## config.mk

```make
export PLATFORM = sky130hd
export DESIGN_NAME = memory_access_stage
export DESIGN_NICKNAME = d
export VERILOG_FILES = /design/src/rtl/memory_access_stage.sv
export SDC_FILE = /design/constraint.sdc
export NUM_CORES = 1
export LEC_CHECK = 0
export CAP_MARGIN = 20
export CORE_ASPECT_RATIO = 1.4
export CORE_MARGIN = 8
export CORE_UTILIZATION = 30
export DETAILED_ROUTE_END_ITERATION = 7
export GPL_TIMING_DRIVEN = 0
export PLACE_DENSITY = 0.71
export SLEW_MARGIN = 40
export SYNTH_ARGS = -nofsm -noshare
export SYNTH_HDL_FRONTEND = slang
export SYNTH_SLANG_ARGS = --single-unit
```

## constraint.sdc

```tcl
create_clock -name clk -period 1.5 [get_ports clk]
set_input_delay 0.3 -clock clk [delete_from_list [all_inputs] [get_ports clk]]
set_output_delay 0.3 -clock clk [all_outputs]
set_load 0.005 [all_outputs]
```

## src/rtl/memory_access_stage.sv

```systemverilog
`default_nettype none
// ============================================================================
// Module      : memory_access_stage
// Description : MA stage of the 16-bit core; registers EX results and runs
//               load/store transactions on a req/ack data-memory port.
// Revision    : 1.0 - initial release
// ============================================================================
module memory_access_stage #(
  parameter int                DATA_W   = 16,
  parameter int                IDX_W    = 5,
  parameter int                CTRL_W   = 5,
  parameter logic [CTRL_W-1:0] LOAD_OP  = 5'b01100,
  parameter logic [CTRL_W-1:0] STORE_OP = 5'b01101,
  parameter int                TIMEOUT  = 15
) (
  input  logic              clk,
  input  logic              rst_n,
  input  logic              valid_ex,
  input  logic [IDX_W-1:0]  dest_reg_index_ex,
  input  logic              dest_reg_write_en_ex,
  input  logic [DATA_W-1:0] result_ex,
  input  logic [DATA_W-1:0] store_data_ex,
  input  logic [CTRL_W-1:0] control_ex,
  output logic              stall_ma,
  output logic              mem_req,
  output logic              mem_we,
  output logic [DATA_W-1:0] mem_addr,
  output logic [DATA_W-1:0] mem_wdata,
  input  logic [DATA_W-1:0] mem_rdata,
  input  logic              mem_ack,
  output logic [IDX_W-1:0]  dest_reg_index_ma,
  output logic              dest_reg_write_en_ma,
  output logic [DATA_W-1:0] result_ma,
  output logic [DATA_W-1:0] data_ma,
  output logic [CTRL_W-1:0] control_ma,
  output logic              mem_err
);

  localparam int              c_cnt_w   = $clog2(TIMEOUT + 1);
  localparam [c_cnt_w-1:0]    c_cnt_max = c_cnt_w'(TIMEOUT - 1);

  typedef enum logic [0:0] {
    ST_IDLE = 1'b0,
    ST_WAIT = 1'b1
  } state_t;

  state_t              r_state;
  state_t              w_state_nxt;
  logic [c_cnt_w-1:0]  r_cnt;
  logic [IDX_W-1:0]    r_hold_idx;
  logic                r_hold_we;
  logic [DATA_W-1:0]   r_hold_result;
  logic [CTRL_W-1:0]   r_hold_ctrl;

  logic w_is_mem;
  logic w_is_store;
  logic w_accept_alu;
  logic w_accept_mem;
  logic w_done;
  logic w_abort;

  assign w_is_store = (control_ex == STORE_OP);
  assign w_is_mem   = valid_ex && ((control_ex == LOAD_OP) || w_is_store);
  assign stall_ma   = (r_state == ST_WAIT);

  always_ff @(posedge clk or negedge rst_n) begin
    if (!rst_n) begin
      r_state <= ST_IDLE;
    end else begin
      r_state <= w_state_nxt;
    end
  end

  always_comb begin
    w_state_nxt  = r_state;
    w_accept_alu = 1'b0;
    w_accept_mem = 1'b0;
    w_done       = 1'b0;
    w_abort      = 1'b0;
    case (r_state)
      ST_IDLE: begin
        if (w_is_mem) begin
          w_accept_mem = 1'b1;
          w_state_nxt  = ST_WAIT;
        end else if (valid_ex) begin
          w_accept_alu = 1'b1;
        end
      end
      ST_WAIT: begin
        // An ack arriving in the final timeout cycle still completes the op.
        if (mem_ack) begin
          w_done      = 1'b1;
          w_state_nxt = ST_IDLE;
        end else if (r_cnt == c_cnt_max) begin
          w_abort     = 1'b1;
          w_state_nxt = ST_IDLE;
        end
      end
      default: w_state_nxt = ST_IDLE;
    endcase
  end

  always_ff @(posedge clk or negedge rst_n) begin
    if (!rst_n) begin
      r_cnt         <= '0;
      r_hold_idx    <= '0;
      r_hold_we     <= 1'b0;
      r_hold_result <= '0;
      r_hold_ctrl   <= '0;
      mem_req       <= 1'b0;
      mem_we        <= 1'b0;
      mem_addr      <= '0;
      mem_wdata     <= '0;
      mem_err       <= 1'b0;
    end else begin
      if (w_accept_mem) begin
        r_cnt         <= '0;
        r_hold_idx    <= dest_reg_index_ex;
        r_hold_we     <= dest_reg_write_en_ex;
        r_hold_result <= result_ex;
        r_hold_ctrl   <= control_ex;
        mem_req       <= 1'b1;
        mem_we        <= w_is_store;
        mem_addr      <= result_ex;
        mem_wdata     <= w_is_store ? store_data_ex : '0;
      end else if (w_done || w_abort) begin
        mem_req <= 1'b0;
        mem_we  <= 1'b0;
      end else if (r_state == ST_WAIT) begin
        r_cnt <= r_cnt + c_cnt_w'(1);
      end
      if (w_abort) begin
        mem_err <= 1'b1;
      end
    end
  end

  // Write-back bus: a bubble (all zero) unless an instruction retires this edge.
  always_ff @(posedge clk or negedge rst_n) begin
    if (!rst_n) begin
      dest_reg_index_ma    <= '0;
      dest_reg_write_en_ma <= 1'b0;
      result_ma            <= '0;
      data_ma              <= '0;
      control_ma           <= '0;
    end else if (w_accept_alu) begin
      dest_reg_index_ma    <= dest_reg_index_ex;
      dest_reg_write_en_ma <= dest_reg_write_en_ex;
      result_ma            <= result_ex;
      data_ma              <= '0;
      control_ma           <= control_ex;
    end else if (w_done) begin
      dest_reg_index_ma    <= r_hold_idx;
      dest_reg_write_en_ma <= r_hold_we && (r_hold_ctrl != STORE_OP);
      result_ma            <= r_hold_result;
      data_ma              <= (r_hold_ctrl == LOAD_OP) ? mem_rdata : '0;
      control_ma           <= r_hold_ctrl;
    end else begin
      dest_reg_index_ma    <= '0;
      dest_reg_write_en_ma <= 1'b0;
      result_ma            <= '0;
      data_ma              <= '0;
      control_ma           <= '0;
    end
  end

endmodule
`default_nettype wire

```

**Signal wires on met2**

Scale bar: 20 microns.
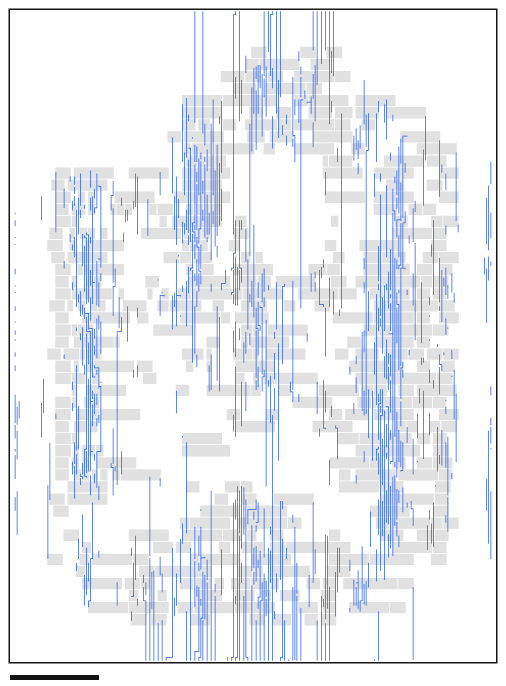
nets with wire on the layer	445
longest straight run	59.3 microns
wire length on this layer	5,130 microns
main direction	vertical
share of all routed wire	50%
met2 track utilization from global routing: 0.2202
total number of vias: 2,756

**M1 wires**

Scale bar: 20 microns.
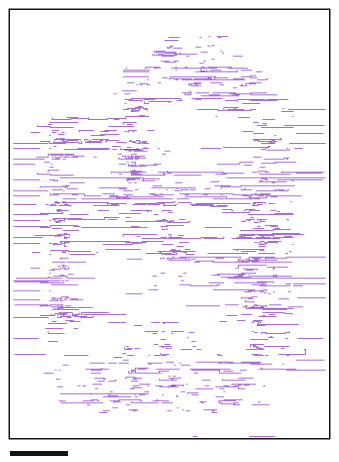
wire length on this layer	4,060 microns
nets with wire on the layer	450
share of all routed wire	40%
main direction	horizontal
aggregate routed wire length: 10,200 microns
GR Layer Usage met1: 0.1443

**M4 wires**

Scale bar: 20 microns.
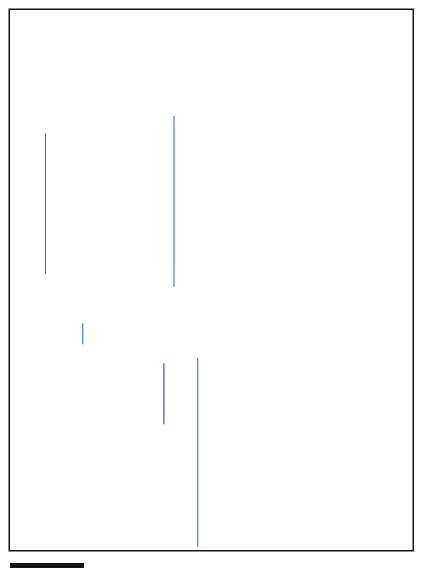
main direction	vertical
nets with wire on the layer	4
longest straight run	51.0 microns
share of all routed wire	1.5%

**Track usage over the die**

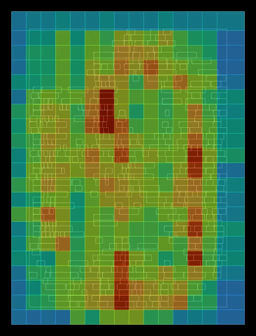
Global Route met3 Usage: 0.04691
total routing resource utilization after global routing: 0.1302
global route hottest layer: met2
Wirelength per Cell: 16.92 microns
end-of-flow core utilization: 0.4816

**M3 wires**

Scale bar: 20 microns.
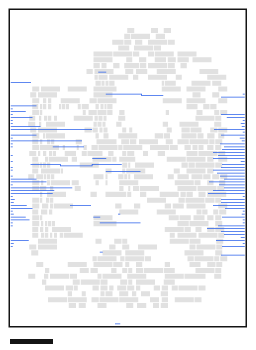
main direction	horizontal
wire length on this layer	852 microns
share of all routed wire	8.4%

==> results.txt <==
run results: Clk pin slew, worst setup/hold paths 0.06 ns, I/O pin total 142, Non-Clock Buffer Count 182, startpoint of the lowest-slack register-to-register path stall_ma, met3 WL post-DR 851 microns, Synth Warn # 0, number of nets produced by synthesis 336, Clk network pwr share 0.364, placement-stage cell area 0.005290 sq mm, OpenROAD warnings 29, Max Fanout on Critical Path 10, post-synth top area share 0.6405, antenna violations before repair 3, number of iterations in the first detailed-routing pass 4, outcome completed, post-CTS setup buffers 17, logic gate fraction of the total cell area 0.2079, Max-cap violations 0, Synth flops 94, H-tree lvl count 3, async set-or-reset flop fraction in the synthesized netlist 1.000
-- cell families after synthesis --
family	count (synthesis)	share of synthesized area
AND-OR/OR-AND	71	0.1257
buffers and inverters	20	0.03373
multiplexers	24	0.09029
flip-flops	94	0.6405
adder cells (fa/ha/maj)	2	0.006813
AND/OR/NAND/NOR	60	0.1029
-- worst max-delay path by stage --
stage | start | to
after CTS | stall_ma | r_hold_result[9]
after global routing | stall_ma | r_hold_result[5]
after global placement | rst_n | r_hold_idx[4]
final | stall_ma | r_hold_result[9]
after floorplan | r_cnt[0] | r_cnt[1]
after detailed placement | control_ex[1] | r_hold_result[14]
-- tightest hold or removal path: cells and delay by family --
kind	cells	cell delay [ns]
buffers and inverters	1	0.18
AND/OR/NAND/NOR	1	0.10
AND-OR/OR-AND	1	0.05
Power and IR drop assume default switching activity.
